$ cat config.mk
export PLATFORM = sky130hd
export DESIGN_NAME = tick_monitor
export DESIGN_NICKNAME = d
export VERILOG_FILES = /design/src/rtl/tick_mon_pkg.sv /design/src/rtl/gap_timer.sv /design/src/rtl/tick_monitor.sv
export SDC_FILE = /design/constraint.sdc
export NUM_CORES = 1
export LEC_CHECK = 0
export CAP_MARGIN = 30
export CORE_ASPECT_RATIO = 1.1
export CORE_MARGIN = 3
export CORE_UTILIZATION = 50
export DETAILED_ROUTE_END_ITERATION = 16
export PLACE_DENSITY = 0.74
export REMOVE_ABC_BUFFERS = 1
export SYNTH_ARGS = -nofsm -noshare
export SYNTH_HDL_FRONTEND = slang
export SYNTH_SLANG_ARGS = --single-unit
export TNS_END_PERCENT = 5
$ cat constraint.sdc
create_clock -name clk -period 8.28 [get_ports clk]
set_input_delay 1.656 -clock clk [delete_from_list [all_inputs] [get_ports clk]]
set_output_delay 1.656 -clock clk [all_outputs]
set_load 0.01 [all_outputs]
$ cat src/rtl/tick_mon_pkg.sv
// Shared definitions for the millisecond tick link: state codes, default timing
// and a saturating error-count helper.
package tick_mon_pkg;

  typedef logic [1:0] state_t;

  localparam state_t IDLE   = 2'd0;
  localparam state_t SYNC   = 2'd1;
  localparam state_t LOCKED = 2'd2;
  localparam state_t LOST   = 2'd3;

  // The counter block uses these same defaults, so both ends of the link agree.
  localparam int unsigned DEF_TICK_PERIOD = 100;
  localparam int unsigned DEF_TOL         = 2;

  function automatic logic [7:0] sat_add8(input logic [7:0] a, input logic [1:0] b);
    logic [8:0] s;
    s = {1'b0, a} + {7'd0, b};
    return s[8] ? 8'hFF : s[7:0];
  endfunction

endpackage

$ cat src/rtl/gap_timer.sv
// Saturating inter-tick gap counter with window decodes on the interval g+1.
module gap_timer #(
  parameter int unsigned TICK_PERIOD = 100,
  parameter int unsigned TOL         = 2,
  parameter int unsigned PW          = 16
) (
  input  logic          clk,
  input  logic          reset,
  input  logic          clear_i,
  input  logic          hold_i,
  output logic [PW-1:0] interval_o,
  output logic          in_window_o,
  output logic          early_o,
  output logic          timeout_o
);

  localparam logic [PW-1:0] G_MAX  = '1;
  localparam logic [PW-1:0] ONE    = PW'(1);
  localparam logic [PW-1:0] WIN_LO = PW'(TICK_PERIOD - TOL);
  localparam logic [PW-1:0] WIN_HI = PW'(TICK_PERIOD + TOL);

  logic [PW-1:0] g_q;
  logic [PW-1:0] g_d;

  always_comb begin
    g_d = g_q;
    if (clear_i || hold_i) begin
      g_d = '0;
    end else if (g_q != G_MAX) begin
      g_d = g_q + ONE;
    end
  end

  always_ff @(posedge clk) begin
    if (reset) begin
      g_q <= '0;
    end else begin
      g_q <= g_d;
    end
  end

  // Interval saturates with the counter instead of wrapping back into the window.
  assign interval_o  = (g_q == G_MAX) ? G_MAX : g_q + ONE;
  assign in_window_o = (interval_o >= WIN_LO) && (interval_o <= WIN_HI);
  assign early_o     = (interval_o < WIN_LO);
  assign timeout_o   = (interval_o == WIN_HI);

endmodule

$ cat src/rtl/tick_monitor.sv
// Receive-side checker for the tick/flip link: measures tick spacing, tracks lock
// and raises registered early/late/flip error pulses with a saturating total.
module tick_monitor
  import tick_mon_pkg::*;
#(
  parameter int unsigned TICK_PERIOD = DEF_TICK_PERIOD,
  parameter int unsigned TOL         = DEF_TOL,
  parameter int unsigned PW          = 16
) (
  input  logic          clk,
  input  logic          reset,
  input  logic          tick,
  input  logic          flip_in,
  output logic [3:0]    tick_count,
  output logic [PW-1:0] period,
  output logic          locked,
  output logic          err_early,
  output logic          err_late,
  output logic          err_flip,
  output logic [7:0]    err_count
);

  logic          tick_q;
  logic          tick_ev;
  state_t        state_q, state_d;
  logic          exp_flip_q, exp_flip_d;
  logic          chk_q, chk_d;
  logic [3:0]    tick_count_q;
  logic [PW-1:0] period_q;
  logic          locked_q;
  logic          err_early_q, err_early_d;
  logic          err_late_q, err_late_d;
  logic          err_flip_q, err_flip_d;
  logic [7:0]    err_count_q;
  logic [1:0]    n_err;

  logic [PW-1:0] interval;
  logic          in_window;
  logic          early;
  logic          timeout;

  assign tick_ev = tick & ~tick_q;

  gap_timer #(
    .TICK_PERIOD(TICK_PERIOD),
    .TOL        (TOL),
    .PW         (PW)
  ) u_gap_timer (
    .clk        (clk),
    .reset      (reset),
    .clear_i    (tick_ev),
    .hold_i     (state_d == IDLE),
    .interval_o (interval),
    .in_window_o(in_window),
    .early_o    (early),
    .timeout_o  (timeout)
  );

  always_comb begin
    state_d     = state_q;
    err_early_d = 1'b0;
    err_late_d  = 1'b0;
    unique case (state_q)
      IDLE: begin
        if (tick_ev) state_d = SYNC;
      end
      SYNC: begin
        if (tick_ev) begin
          if (in_window) state_d = LOCKED;
          else if (early) err_early_d = 1'b1;
        end else if (timeout) begin
          state_d    = IDLE;
          err_late_d = 1'b1;
        end
      end
      LOCKED: begin
        if (tick_ev) begin
          if (!in_window) begin
            state_d     = LOST;
            err_early_d = early;
          end
        end else if (timeout) begin
          state_d    = LOST;
          err_late_d = 1'b1;
        end
      end
      default: begin
        if (tick_ev) state_d = SYNC;
      end
    endcase
  end

  // The first tick out of IDLE seeds the expected flip level instead of checking it.
  always_comb begin
    exp_flip_d = exp_flip_q;
    if (tick_ev) begin
      exp_flip_d = (state_q == IDLE) ? flip_in : ~exp_flip_q;
    end
    chk_d      = tick_ev && (state_q != IDLE);
    err_flip_d = chk_q && (flip_in != exp_flip_q);
    n_err      = {1'b0, err_early_d} + {1'b0, err_late_d} + {1'b0, err_flip_d};
  end

  always_ff @(posedge clk) begin
    tick_q <= tick;
    if (reset) begin
      state_q      <= IDLE;
      exp_flip_q   <= flip_in;
      chk_q        <= 1'b0;
      tick_count_q <= 4'd0;
      period_q     <= '0;
      locked_q     <= 1'b0;
      err_early_q  <= 1'b0;
      err_late_q   <= 1'b0;
      err_flip_q   <= 1'b0;
      err_count_q  <= 8'd0;
    end else begin
      state_q     <= state_d;
      exp_flip_q  <= exp_flip_d;
      chk_q       <= chk_d;
      locked_q    <= (state_d == LOCKED);
      err_early_q <= err_early_d;
      err_late_q  <= err_late_d;
      err_flip_q  <= err_flip_d;
      err_count_q <= sat_add8(err_count_q, n_err);
      if (tick_ev) begin
        tick_count_q <= tick_count_q + 4'd1;
        if (state_q != IDLE) period_q <= interval;
      end
    end
  end

  assign tick_count = tick_count_q;
  assign period     = period_q;
  assign locked     = locked_q;
  assign err_early  = err_early_q;
  assign err_late   = err_late_q;
  assign err_flip   = err_flip_q;
  assign err_count  = err_count_q;

endmodule

**Port wiring**

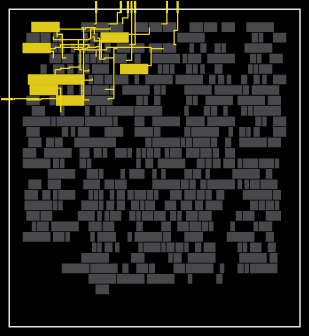
| port | color | bits | direction | end cells | buffers | wire |
|---|---|---|---|---|---|---|
| `err_count` | yellow | 8 | output | 8 | 8 | 274 µm |
IO buf count: 35
Boundary Pins: 36

**Selected gate families**

The bar under the picture is 20 µm long.
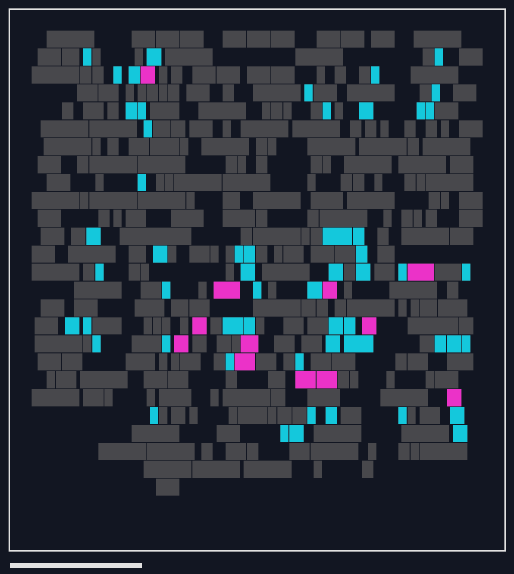
| family | color | cells | most used |
|---|---|---|---|
| NAND gates | cyan | 55 | nand2_1 |
| AND and OR gates | magenta | 12 | and3_1 |
post-route non-filler standard cell count: 403
Top cell excl fill/tap: nor2_1
combinational share of cell area: 46.4%

**Placement density heat map**

8 x 8 tiles, from black (low) to pale yellow (high), 0 to 100% covered.
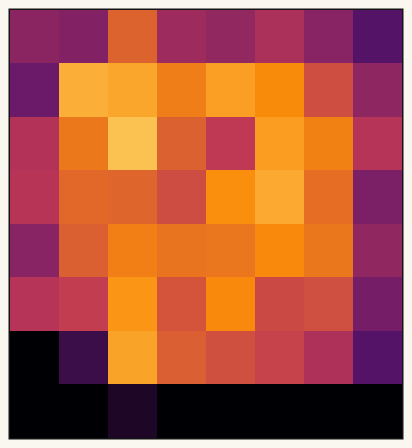
densest ninth of the die: center
mean over tiles: 49%
nearly empty tiles: 13%
fullest tile: 87%
tiles over 75% full: 14%
Pre-Place Util: 52.1%
fin util: 61.0%
Core ar.: 0.00503 mm²

**The metal 3 layer**

The bar under the picture is 20 µm long.
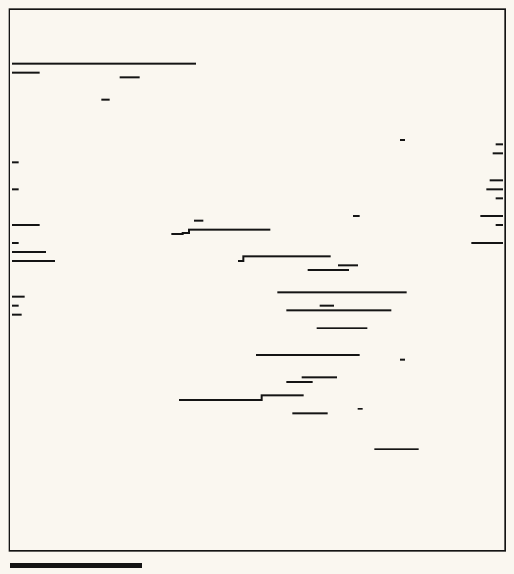
wire length on this layer: 211 µm
longest straight run: 27.6 µm
share of all routed wire: 3.6%
nets with wire on the layer: 34
main direction: horizontal
M3 GR Usage: 3.67%
Via Count: 2292

[state kept, by name (all words and copies together), names as in the netlist, 2 cells and up]
signal           flops
period              16
u_gap_timer.g_q     16
err_count            8
tick_count           4
state_q              2
[layout make-up]
cell class	instances	area (µm²)
Tap cell	58	72.6
Sequential cell	53	1070
Multi-Input combinational cell	235	1430
Clock inverter	3	23.8
Timing Repair Buffer	37	365
Fill cell	468	1960
Inverter	12	45.0
Clock buffer	5	68.8
[power groups by stage]
stage	Clock, W	Sequential, W	Combinational (W)
after CTS	0.000157	0.000264	0.0000375
after global placement	0	0.000270	0.0000371
final	0.000153	0.000264	0.0000371
after detailed placement	0	0.000270	0.0000374
after global routing	0.000167	0.000265	0.0000421
after floorplan	0	0.000271	0.0000204
==> job_summary.md <==
### Yosys + OpenROAD results

| Metric | Value |
|---|---|
| Hold crit path type | register to register |
| Fin. max-slew vios | 0 |
| Cell Rows | 27 |
| TNS Setup | 0 ns |
| Critical Path End | err_count[2] |
| CTS tree | done |
| Met2 WL post-DR | 2.90 mm |
| Busiest metal layer after global routing | met2 |
| Top cells by area | dfxtp_1 40%, nor2_1 7.7%, nor3_1 5.2% |
| Relative slew slack | 36.6% |
| Final ANT Viol Nets | 0 |
| Log Warnings | 27 |
| Int Power | 0.000337 W |
| Met1 Use GR | 27.0% |
| Final #Nets | 357 |
| PD cells | 148 mW/mm² |
| Clk pwr share | 33.7% |
| Fmax | 0.214 GHz |
| XOR/XNOR Area Share | 5.68% |
| GRT overflow | 0 |
| H-tree depth | 2 |
| DP Worst Slack | 3.27 ns |
| Post-CTS Hold Buffers | 0 |
| Min cycle time layout | 4.68 ns |
| Final setup vio count | 0 |
| Critical path depth in cells | 11 |
| Basic Gates by Area | 30.3% |
| Die Height | 81.9 µm |
| Die area | 0.00615 mm² |
| Global-route wire length before repair | 9.89 mm |
| Warnings from Yosys | 0 |
| Cell type with the largest total area | dfxtp_1 |
| Count leader, synth | nor2_1 |
| Ys flop type | dfxtp_1 |
| Async SR Flop Fraction | 0% |
| Buffer and inverter count on the worst path | 2 |
| Final WS setup | 3.60 ns |
| ANT cells | 0 |
| Clock sink count | 53 |
| DRT met1 WL | 2.66 mm |
| First DRT Iteration DRCs | 256 |
| WL/cell | 14.6 µm |
| M2 GR Usage | 34.8% |
| Status | completed |
| Top cells by count, synth | 54 x nor2_1, 52 x dfxtp_1, 28 x nand2_1 |
| Main logic family | simple AND/OR/NAND/NOR gates |
| CP startpoint | tick |
| Reg2reg path depth | 15 |
| Most frequent cells in the layout | 54 x nor2_1, 52 x dfxtp_1, 35 x clkdlybuf4s50_1, 28 x nand2_1, 27 x nor3_1 |
| Initial antenna violation count | 0 |
| Fin. Hold Viols | 0 |
| Metal3 WL | 210 µm |
| CTS Buf Count | 5 |
| Sequential share of power | 58.2% |
| Worst hold endpoint | period[14] |
| Share of cells above drive strength 1 | 6.38% |
| Yosys top cell area share | 39.7% |
| Clock slew at reported path FFs | 0.10 ns |
| Syn Area/Cell | 8.27 µm² |
| Worst IR Drop VDD | 0.000117 V |
| Die width | 75.0 µm |
| Worst Tran Pin Value | 0.947 ns |
| Critical path type | input pin to register |
| Hold Worst Slack | 0.456 ns |
| Drt total wl | 5.88 mm |
| DP HPWL | 4.24 mm |
Power and IR drop assume default switching activity.
